===== src/rtl/nibble_assembler_pkg.sv =====
// Shared definitions for the nibble assembler: default geometry, FSM encoding
// and the slot-to-bit-offset helper.
package nibble_assembler_pkg;

  localparam int DEF_NUM_NIB = 8;
  localparam int DEF_NIB_W   = 4;
  localparam int DEF_POS_W   = 3;

  typedef enum logic {
    FILL   = 1'b0,
    SEALED = 1'b1
  } state_e;

  function automatic int unsigned slotOffset(input int unsigned pos, input int unsigned nibW);
    return pos * nibW;
  endfunction

endpackage


===== src/rtl/nibble_assembler_out_reg.sv =====
// Valid/ready holding register for a finished word and its slot mask.
// slotFree_o says a new word may be loaded at the coming edge.
module nibble_out_reg
  #(parameter int WORD_W  = 32,
    parameter int NUM_NIB = 8)
  (input  logic               clk_i,
   input  logic               rst_ni,
   input  logic               load_i,
   input  logic [WORD_W-1:0]  word_i,
   input  logic [NUM_NIB-1:0] mask_i,
   input  logic               ready_i,
   output logic [WORD_W-1:0]  word_o,
   output logic [NUM_NIB-1:0] mask_o,
   output logic               valid_o,
   output logic               slotFree_o);

  logic [WORD_W-1:0]  word_q;
  logic [NUM_NIB-1:0] mask_q;
  logic               valid_q;

  assign slotFree_o = !valid_q || ready_i;

  // Data is only replaced on a load, so a popped word stays visible on word_o.
  always_ff @(posedge clk_i or negedge rst_ni) begin
    if (!rst_ni) begin
      word_q  <= '0;
      mask_q  <= '0;
      valid_q <= 1'b0;
    end else if (load_i) begin
      word_q  <= word_i;
      mask_q  <= mask_i;
      valid_q <= 1'b1;
    end else if (ready_i) begin
      valid_q <= 1'b0;
    end
  end

  assign word_o  = word_q;
  assign mask_o  = mask_q;
  assign valid_o = valid_q;

endmodule


===== src/rtl/nibble_assembler.sv =====
// Packs slot-tagged nibbles back into a word; accumulation keeps going while a
// finished word waits in the output register.
module nibble_assembler
  import nibble_assembler_pkg::*;
  #(parameter int NUM_NIB = DEF_NUM_NIB,
    parameter int NIB_W   = DEF_NIB_W,
    parameter int POS_W   = DEF_POS_W)
  (input  logic                     CLK,
   input  logic                     RESET_L,
   input  logic [NIB_W-1:0]         NIBBLE_IN,
   input  logic [POS_W-1:0]         NIBBLE_POS,
   input  logic                     NIBBLE_VALID,
   output logic                     NIBBLE_READY,
   input  logic                     FLUSH,
   output logic [NUM_NIB*NIB_W-1:0] WORD_OUT,
   output logic [NUM_NIB-1:0]       WORD_MASK,
   output logic                     WORD_VALID,
   input  logic                     WORD_READY,
   output logic                     DUP_ERR);

  localparam int WORD_W = NUM_NIB * NIB_W;

  state_e             state_q;
  logic [WORD_W-1:0]  accum_q;
  logic [NUM_NIB-1:0] mask_q;
  logic               ready_q;
  logic               dupErr_q;

  logic [WORD_W-1:0]  accum_d;
  logic [NUM_NIB-1:0] mask_d;
  logic               accept;
  logic               sealReq;
  logic               slotFree;
  logic               loadWord;

  assign accept = NIBBLE_VALID && ready_q;

  // accum_d/mask_d already include a nibble accepted this cycle, so a word can seal on its last nibble.
  always_comb begin
    accum_d = accum_q;
    mask_d  = mask_q;
    if (accept) begin
      accum_d[slotOffset(int'(NIBBLE_POS), NIB_W) +: NIB_W] = NIBBLE_IN;
      mask_d[NIBBLE_POS] = 1'b1;
    end
  end

  always_comb begin
    sealReq = 1'b0;
    if (state_q == SEALED) begin
      sealReq = 1'b1;
    end else begin
      sealReq = (&mask_d) || (FLUSH && (|mask_d));
    end
  end

  assign loadWord = sealReq && slotFree;

  always_ff @(posedge CLK or negedge RESET_L) begin
    if (!RESET_L) begin
      state_q  <= FILL;
      accum_q  <= '0;
      mask_q   <= '0;
      ready_q  <= 1'b0;
      dupErr_q <= 1'b0;
    end else begin
      dupErr_q <= accept && mask_q[NIBBLE_POS];
      case (state_q)
        FILL: begin
          if (loadWord) begin
            accum_q <= '0;
            mask_q  <= '0;
            ready_q <= 1'b1;
          end else if (sealReq) begin
            state_q <= SEALED;
            accum_q <= accum_d;
            mask_q  <= mask_d;
            ready_q <= 1'b0;
          end else begin
            accum_q <= accum_d;
            mask_q  <= mask_d;
            ready_q <= 1'b1;
          end
        end
        SEALED: begin
          if (loadWord) begin
            state_q <= FILL;
            accum_q <= '0;
            mask_q  <= '0;
            ready_q <= 1'b1;
          end
        end
      endcase
    end
  end

  nibble_out_reg #(.WORD_W(WORD_W), .NUM_NIB(NUM_NIB)) outReg (
    .clk_i      (CLK),
    .rst_ni     (RESET_L),
    .load_i     (loadWord),
    .word_i     (accum_d),
    .mask_i     (mask_d),
    .ready_i    (WORD_READY),
    .word_o     (WORD_OUT),
    .mask_o     (WORD_MASK),
    .valid_o    (WORD_VALID),
    .slotFree_o (slotFree)
  );

  assign NIBBLE_READY = ready_q;
  assign DUP_ERR      = dupErr_q;

endmodule


===== config.mk =====
export PLATFORM = sky130hd
export DESIGN_NAME = nibble_assembler
export DESIGN_NICKNAME = d
export VERILOG_FILES = /design/src/rtl/nibble_assembler_pkg.sv /design/src/rtl/nibble_assembler_out_reg.sv /design/src/rtl/nibble_assembler.sv
export SDC_FILE = /design/constraint.sdc
export NUM_CORES = 1
export LEC_CHECK = 0
export ABC_AREA = 1
export CAP_MARGIN = 40
export CORE_MARGIN = 1
export CORE_UTILIZATION = 29
export CTS_CLUSTER_DIAMETER = 30
export DETAILED_ROUTE_END_ITERATION = 16
export GPL_TIMING_DRIVEN = 0
export PLACE_DENSITY_LB_ADDON = 0.3
export SETUP_SLACK_MARGIN = 0.2
export SLEW_MARGIN = 20
export SYNTH_ARGS = -nofsm -noshare
export SYNTH_HDL_FRONTEND = slang
export SYNTH_SLANG_ARGS = --single-unit

===== constraint.sdc =====
create_clock -name CLK -period 2.5 [get_ports CLK]
set_clock_uncertainty 0.15 [all_clocks]
set_input_delay 0.25 -clock CLK [delete_from_list [all_inputs] [get_ports CLK]]
set_output_delay 0.25 -clock CLK [all_outputs]
set_load 0.02 [all_outputs]

**Run 1: routing congestion map**

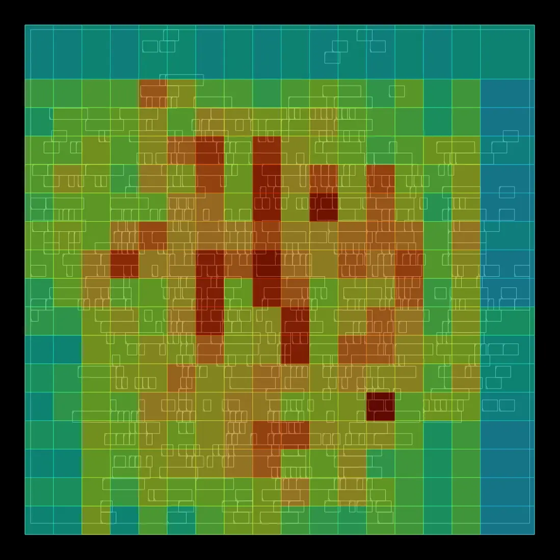
Total Routing Usage GR: 17.7%
met2 Track Usage GR: 26.7%
met3 usage: 4.01%
grt met1 use: 24.5%
wire per inst: 15.2 um

**Run 1: routed metal, one colour a layer**

Drawn at 3 px/um.
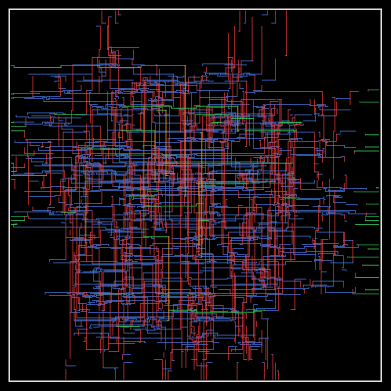
[orange] met4 | wire length: 250 um
[blue] met1 | wire length: 6050 um
[green] met3 | wire length: 641 um
[red] met2 | wire length: 5400 um
DR vias: 3979
Routed WL: 12300 um

**Run 1: metal 4**

Drawn at 3 px/um. Cells faint in the background.
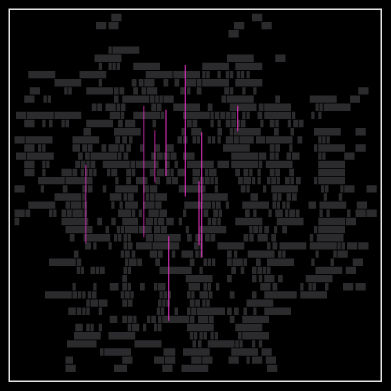
longest straight run: 43.5 um
wire length on this layer: 250 um
share of all routed wire: 2.0%
nets with wire on the layer: 6

==> reports/results.ini, run 1 <==
[pwr]
peakVddDrop_mv = 0.339
pwr-share-seq_pct = 33.0
total_power_mw = 5.79
swShare_pct = 38.9
p_leak_nw = 2.68
top_power_group = combinational logic

[global_route]
gr-max-usage-layer = met2
gr-total-overflow = 0
grt_max_degree = 49

[layout]
synthToLayoutAreaGrowth_pct = 30.7
sh_comb_area_pct = 35.0
largestClassByArea = registers
diodes = 0
buffers = 96
clock_cell_area_share_pct = 5.70
finalNetCount = 639
logic_gates = 386
layout-drive-gt1-share_pct = 9.89
finish.utilization_pct = 38.7
logic_area_um2 = 1960
buf_share_pct = 14.6
seq_share_pct = 37.6
n_fill_cell = 1512

[synthesis]
yosysTopAreaCell = dfrtp_1
ys_top_cells_by_count = nand2_1 (160), dfrtp_1 (84), nand3_1 (65)
synth_nets = 562
ys_sh_xor_pct = 0
synth_warnings = 0
ys_cells = 545
ff_type = dfrtp_1
synth_area_per_cell_um2 = 7.86
ys_sh_simple_pct = 26.1
yosysSeqAreaShare_pct = 49.1
synth.area.mux_share_pct = 3.51
logic_family = simple AND/OR/NAND/NOR gates
synthAoiAreaFrac_pct = 12.4

[setup_path]
path_cells = nand2_4 -> inv_2 -> clkbuf_4 -> a21oi_1 -> nand2_1 -> nor2_1 -> nand2_1 -> nand2_1 -> nand2_4 -> nand2_4 -> buf_4 -> nand2_1 -> nand2_1
r2r-end = outReg.mask_o[0]$_DFFE_PN0P_
rr_worst_depth = 13
critPathCapture = outReg.mask_o[0]$_DFFE_PN0P_
critical_path.startpoint = NIBBLE_READY$_DFFE_PN0P_
arrival_ns = 2.31
end_kind = register
crit_required_ns = 2.63
reg2reg_slack_ns = 0.32

[final_timing]
tns_ns = 0
layout_min_cycle_time_ns = 2.18
setup_viol = 0
hold_viol_final = 0
slew_headroom_pct = 48.3
max_slew.worst_pin.slew_ns = 0.776
rsz0062_at_grt = false
finalWorstSetupSlack_ns = 0.320

[placed_design]
portBuffers = 54
hpwl_um = 9070
place_area_um2 = 5080

[routing]
wl_met3_um = 640
dr.first_iter.drc_count = 225
detail-route-antenna-nets = 0
highest_layer = met4
drc = 0
dr.pass1.iters = 5

[flow_run]
warnings = 29

[clocking]
ctsLongestPathBuffers = 2
ctsResizeCount = 28
htreeDepth = 3

[run_status]
status = completed

[min_path]
min_path_type = primary input to asynchronous set/reset pin

**Run 1: zoomed window**

Region (83, 21) to (103, 41) um. Cells in grey, sequential cells in the stronger grey; small squares are vias.
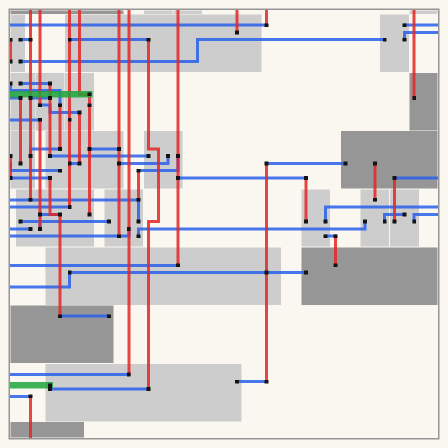

## Run 2: what changed since run 1
--- a/config.mk
+++ b/config.mk
@@ -18,3 +18,4 @@
 export SYNTH_ARGS = -nofsm -noshare
 export SYNTH_HDL_FRONTEND = slang
 export SYNTH_SLANG_ARGS = --single-unit
+export TNS_END_PERCENT = 1
**Run 2: zoomed window**

Region (83, 21) to (103, 41) um. Cells in grey, sequential cells in the stronger grey; small squares are vias.
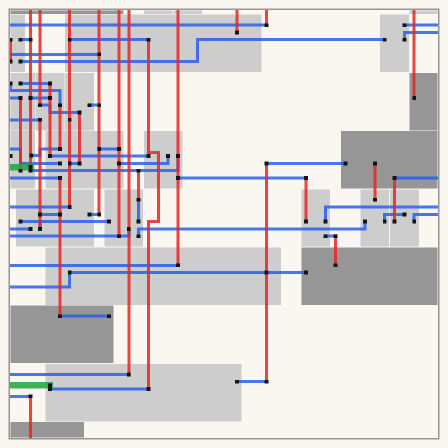
[green] met3
[blue] met1
[red] met2
netlist names of flops here include: `accum_q` (1), `outReg.word_o` (1)
most frequent: nand2_1 (6)
sequential cells in the window: 2
cells with their middle in the window: 17

==> run 2 against run 1 <==
Critical path depth did not move. Design area down 0.18%. Utilization shrank 0.069 points. Routed wire length shrank 0.92%. Register-to-register slack hardly changed. Critical path type unchanged.
==> reports/results.ini, run 2 <==
[run_status]
status = completed

[synthesis]
synth_area_per_cell_um2 = 7.86  ; unchanged
topCellsByArea = dfrtp_1 (49%), nand2_1 (14%), nand3_1 (7.6%)
ff_type = dfrtp_1
synth_nets = 562  ; unchanged
ys_top_cells_by_count = nand2_1 (160), dfrtp_1 (84), nand3_1 (65)
ys_sh_xor_pct = 0  ; unchanged
logic_family = simple AND/OR/NAND/NOR gates
synthAoiAreaFrac_pct = 12.4  ; unchanged
async_flop_share_pct = 100
top_cell = nand2_1
ys_cells = 545  ; unchanged
ys_sh_simple_pct = 26.1  ; unchanged
synth_warnings = 0  ; unchanged
yosysTopAreaCell = dfrtp_1
synth.area.mux_share_pct = 3.51  ; unchanged
yosysSeqAreaShare_pct = 49.1  ; unchanged
synth_flop_count = 84

[global_route]
grt_max_degree = 49  ; unchanged
grt_util_met3_pct = 4.01  ; unchanged
antenna_found_initial = 0
grt_use_met2_pct = 26.7  ; unchanged
gr-total-overflow = 0  ; unchanged
track_usage_pct = 17.7  ; unchanged
grt_use_met1_pct = 24.5  ; unchanged
gr-max-usage-layer = met2

[pwr]
peakVddDrop_mv = 0.339  ; -0.13%
p_leak_nw = 2.67  ; -0.19%
pwr-share-seq_pct = 33.2  ; +0.2 points
internal_power_mw = 3.52
top_power_group = combinational logic
swShare_pct = 38.8  ; -0.083 points
powerDensity_nw_per_um2 = 1030
comb_power_share_pct = 41.7
clock_power_share_pct = 25.1
total_power_mw = 5.76  ; -0.53%

[setup_path]
crit_top_cell = nand2_1
worstReg2RegStart = NIBBLE_READY$_DFFE_PN0P_
path_cells = nand2_4 -> inv_2 -> clkbuf_4 -> a21oi_1 -> nand2_1 -> nor2_1 -> nand2_1 -> nand2_1 -> nand2_4 -> nand2_4 -> buf_4 -> nand2_1 -> nand2_1
critical_path.startpoint = NIBBLE_READY$_DFFE_PN0P_
cp_max_fo = 10
crit_required_ns = 2.63  ; about the same
reg2reg_slack_ns = 0.32  ; about the same
path_delay_family = simple AND/OR/NAND/NOR gates
end_kind = register
r2r-end = outReg.mask_o[0]$_DFFE_PN0P_
crit_cells = 13
arrival_ns = 2.30  ; about the same
slowest_stage = dfrtp_2
critPathKind = register to register
rr_worst_depth = 13  ; unchanged
critPathCapture = outReg.mask_o[0]$_DFFE_PN0P_

[routing]
met1Wirelength_um = 5860
highest_layer = met4
dr.pass1.iters = 4  ; -1
detail-route-antenna-nets = 0  ; unchanged
dr.first_iter.drc_count = 259  ; +15%
wl_per_cell_um = 15.1  ; -0.80%
drc = 0  ; unchanged
wl_met3_um = 694  ; +8.4%
viasPerCell = 4.89

[floorplanning]
coreArea_um2 = 14500
die_h_um = 124
die_w_um = 124

[layout]
buf_share_pct = 14.5  ; -0.15 points
sh_comb_area_pct = 35.0  ; +0.063 points
layout-drive-gt1-share_pct = 9.74  ; -0.14 points
seq_share_pct = 37.6  ; +0.067 points
diodes = 0  ; unchanged
seq_cells = 84
stdcell_area_um2 = 5590
logic_gates = 386  ; unchanged
buffers = 95  ; -1.0%
clock_cell_area_share_pct = 5.71  ; +0.010 points
largestClassByArea = registers
logic_area_um2 = 1960  ; unchanged
n_all_inverters = 45
finalNetCount = 638  ; -0.16%
stdcell_count = 810
finish.utilization_pct = 38.6  ; -0.069 points
synthToLayoutAreaGrowth_pct = 30.5
n_fill_cell = 1513  ; +0.066%

[final_timing]
max_clock_freq_mhz = 460
slew_headroom_pct = 48.9  ; +0.65 points
max_slew.worst_pin.slew_ns = 0.766  ; -0.00977 ns
layout_min_cycle_time_ns = 2.18  ; -0.00416 ns
finalWorstSetupSlack_ns = 0.324  ; +0.00416 ns
tns_ns = 0  ; unchanged
period_used_pct = 87.0
rsz0062_at_grt = true
setup_viol = 0  ; unchanged
holdWs_ns = 0.262
hold_viol_final = 0  ; unchanged

[min_path]
min_path_type = primary input to asynchronous set/reset pin

[clocking]
htreeDepth = 3  ; unchanged
ctsLongestPathBuffers = 2  ; unchanged
cts_buffers = 9
cts_hold_buffers = 1
clock-sinks = 84
clockRootBuffer = clkbuf_16
ctsResizeCount = 26  ; -7.1%

[placed_design]
hpwl_um = 9070  ; unchanged
dp_worst_setup_slack_ns = -0.925
dp.cells = 784
place_area_um2 = 5080  ; unchanged
portBuffers = 54  ; unchanged

[flow_run]
warnings = 31  ; +6.9%

**Run 2: metal 4**

Drawn at 3 px/um. Cells faint in the background.
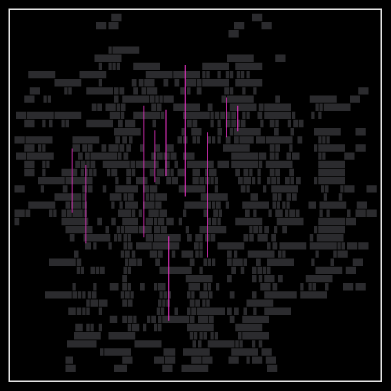
wire length on this layer: 263 um
share of all routed wire: 2.2%
DR vias: 3957
Routed WL: 12200 um

**Run 2: routing congestion map**

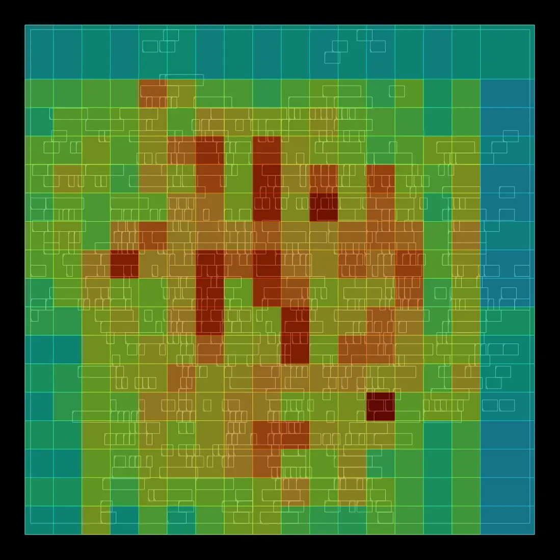

## Run 3: what changed since run 2
--- a/config.mk
+++ b/config.mk
@@ -6,7 +6,6 @@
 export NUM_CORES = 1
 export LEC_CHECK = 0
 export ABC_AREA = 1
-export CAP_MARGIN = 40
 export CORE_MARGIN = 1
 export CORE_UTILIZATION = 29
 export CTS_CLUSTER_DIAMETER = 30
**Run 3: routing congestion map**

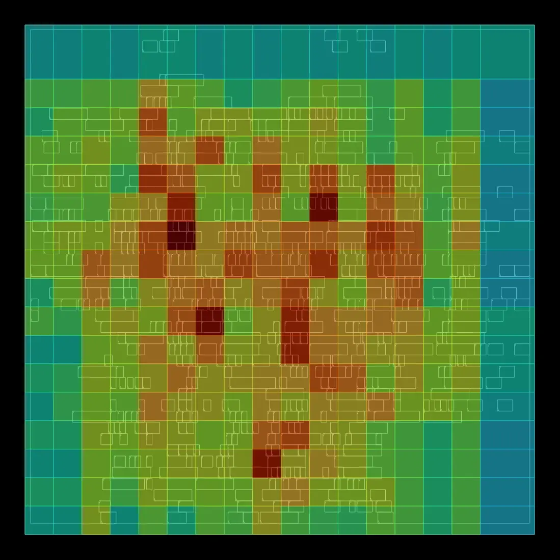
Core Util, Final: 38.6%
met3 usage: 3.23%
wire per inst: 15.2 um
met2 Track Usage GR: 27.4%

**Run 3: routed metal, one colour a layer**

Drawn at 3 px/um.
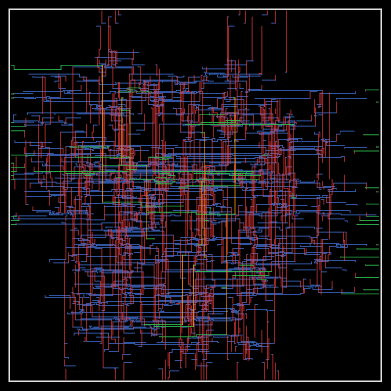
[orange] met4 | wire length: 301 um
[blue] met1 | wire length: 5850 um
[green] met3 | wire length: 652 um
[red] met2 | wire length: 5470 um
DR vias: 3994
Total Routing Usage GR: 17.7%
Routed WL: 12300 um

==> run 3 against run 2 <==
Combinational power hardly changed. Critical path depth stayed put. Non-clock buffer count is 1 lower. Largest cell class unchanged. Largest power group unchanged. Highest routed layer unchanged.
==> reports/results.ini, run 3 <==
[run_status]
status = completed

[clocking]
cts_buffers = 9  ; unchanged
cts_tree = yes
clk_latency_ns = 0.34
clockRootBuffer = clkbuf_16
ctsResizeCount = 34  ; +31%
cts_hold_buffers = 1  ; unchanged
path_clk_slew_ns = 0.06
htreeDepth = 3  ; unchanged
post-cts-setup-buffers = 6
clock-sinks = 84  ; unchanged
ctsLongestPathBuffers = 2  ; unchanged

[routing]
wl_met2_um = 5470
dr.pass1.iters = 5  ; +1
dr.first_iter.drc_count = 280  ; +8.1%
detail-route-antenna-nets = 0  ; unchanged
viasPerCell = 4.94  ; +1.2%
drc = 0  ; unchanged
met1Wirelength_um = 5850  ; -0.15%
highest_layer = met4
wl_met3_um = 652  ; -6.1%

[global_route]
grt_pass1_vias = 3950
grt_pass1_wl_um = 20300
antenna_found_initial = 0  ; unchanged
grt_use_met1_pct = 24.1  ; -0.35 points
gr-total-overflow = 0  ; unchanged
gr-max-usage-layer = met2
grt_max_degree = 49  ; unchanged

[pwr]
clock_power_share_pct = 26.3  ; +1.2 points
powerClk_mw = 1.55
total_power_mw = 5.88  ; +2.1%
pwr-share-seq_pct = 32.5  ; -0.7 points
swShare_pct = 38.2  ; -0.62 points
peakVddDrop_mv = 0.342  ; +0.85%
comb_power_share_pct = 41.2  ; -0.5 points
internal_power_mw = 3.64  ; +3.1%
p_leak_nw = 2.67  ; +0.14%
top_power_group = combinational logic
powerComb_mw = 2.43
seq_cell_power_mw = 1.91
power.switching_mw = 2.25
powerDensity_nw_per_um2 = 1050  ; +2.0%

[final_timing]
slew_headroom_pct = 49.3  ; +0.39 points
finalWorstSetupSlack_ns = 0.299  ; -0.0246 ns
holdWs_ns = 0.261  ; -0.000592 ns
period_used_pct = 88.0  ; +0.99 points
rsz0062_at_grt = true
drv_slew = 0
layout_min_cycle_time_ns = 2.20  ; +0.0246 ns
setup_viol = 0  ; unchanged
hold_viol_final = 0  ; unchanged
max_slew.worst_pin.slew_ns = 0.760  ; -0.00587 ns
max_clock_freq_mhz = 454  ; -1.1%
tns_ns = 0  ; unchanged

[synthesis]
synthAoiAreaFrac_pct = 12.4  ; unchanged
ys_sh_simple_pct = 26.1  ; unchanged
synth_cell_type_count = 25
fa_ha_area_share_pct = 1.46
yosysTopAreaCell = dfrtp_1
top_cell = nand2_1
synth_area_um2 = 4280
synth_warnings = 0  ; unchanged
async_flop_share_pct = 100  ; unchanged
topCellsByArea = dfrtp_1 (49%), nand2_1 (14%), nand3_1 (7.6%)
netlist_instances = 545
ff_type = dfrtp_1
top_cell_area_share_pct = 49.1
edf_count = 0
ys_top_cells_by_count = nand2_1 (160), dfrtp_1 (84), nand3_1 (65)
ys_area_um2 = 4280
synth_flop_count = 84  ; unchanged
yosysSeqAreaShare_pct = 49.1  ; unchanged
ys_cells = 545  ; unchanged
synth_nets = 562  ; unchanged
synth.area.mux_share_pct = 3.51  ; unchanged
synth_area_per_cell_um2 = 7.86  ; unchanged
logic_family = simple AND/OR/NAND/NOR gates
ys_sh_xor_pct = 0  ; unchanged

[setup_path]
rr_worst_depth = 12  ; -1
end_kind = register
worst-path-buf-inv = 4
crit_cells = 13  ; unchanged
worstReg2RegStart = NIBBLE_READY$_DFFE_PN0P_
r2r-end = outReg.word_o[5]$_DFFE_PN0P_
critical_path.startpoint = NIBBLE_VALID
path_cells = clkdlybuf4s50_1 -> nand2_4 -> inv_2 -> clkbuf_4 -> nand2_1 -> nand2_1 -> nand2_1 -> nor2_1 -> a21oi_2 -> nand2_4 -> buf_2 -> nand3_1 -> nand2_1
cp_max_fo = 10  ; unchanged
critPathKind = primary input to register
slowest_stage = clkdlybuf4s50_1
arrival_ns = 2.34  ; +0.04 ns
crit_required_ns = 2.64  ; about the same
cp_slowest_stage_delay_ns = 0.50
path_delay_family = buffers and inverters
start_kind = primary input
crit_top_cell = nand2_1
reg2reg_slack_ns = 0.30  ; -0.02 ns
critPathCapture = outReg.word_o[5]$_DFFE_PN0P_

[layout]
buf_share_pct = 14.4  ; -0.080 points
layout-drive-gt1-share_pct = 9.29  ; -0.45 points
seq_share_pct = 37.6  ; about the same
seq_area_um2 = 2100
stdcell_count = 808  ; -0.25%
buffers = 94  ; -1.1%
sh_comb_area_pct = 34.8  ; -0.26 points
lay_top_cells = nand2_1 (159), dfrtp_1 (83), nand3_1 (64)
n_fill_cell = 1498  ; -0.99%
diodes = 0  ; unchanged
finalNetCount = 637  ; -0.16%
logic_area_um2 = 1940  ; -0.64%
nClkBuffers = 11
clock_cell_area_share_pct = 6.09  ; +0.38 points
logic_gates = 386  ; unchanged
lay_top_count = nand2_1
synthToLayoutAreaGrowth_pct = 30.6  ; about the same
seq_cells = 84  ; unchanged
stdcell_area_um2 = 5590  ; about the same
n_all_inverters = 45  ; unchanged
largestClassByArea = registers

[floorplanning]
fp-row-count = 44
fp_util_pct = 29.6
coreArea_um2 = 14500  ; unchanged
dieArea_um2 = 15300
n_tap_cell = 184
die_h_um = 124  ; unchanged
die_w_um = 124  ; unchanged
io_pins = 55

[flow_run]
warnings = 31  ; unchanged
drv_cap = 0

[placed_design]
place_area_um2 = 5080  ; unchanged
hpwl_um = 9080  ; +0.10%
dp.cells = 784  ; unchanged
portBuffers = 54  ; unchanged
dp_worst_setup_slack_ns = -0.912  ; +0.0131 ns

[min_path]
min_path_type = primary input to asynchronous set/reset pin

Power figures rest on the tool's default switching activity, not on a simulated workload.
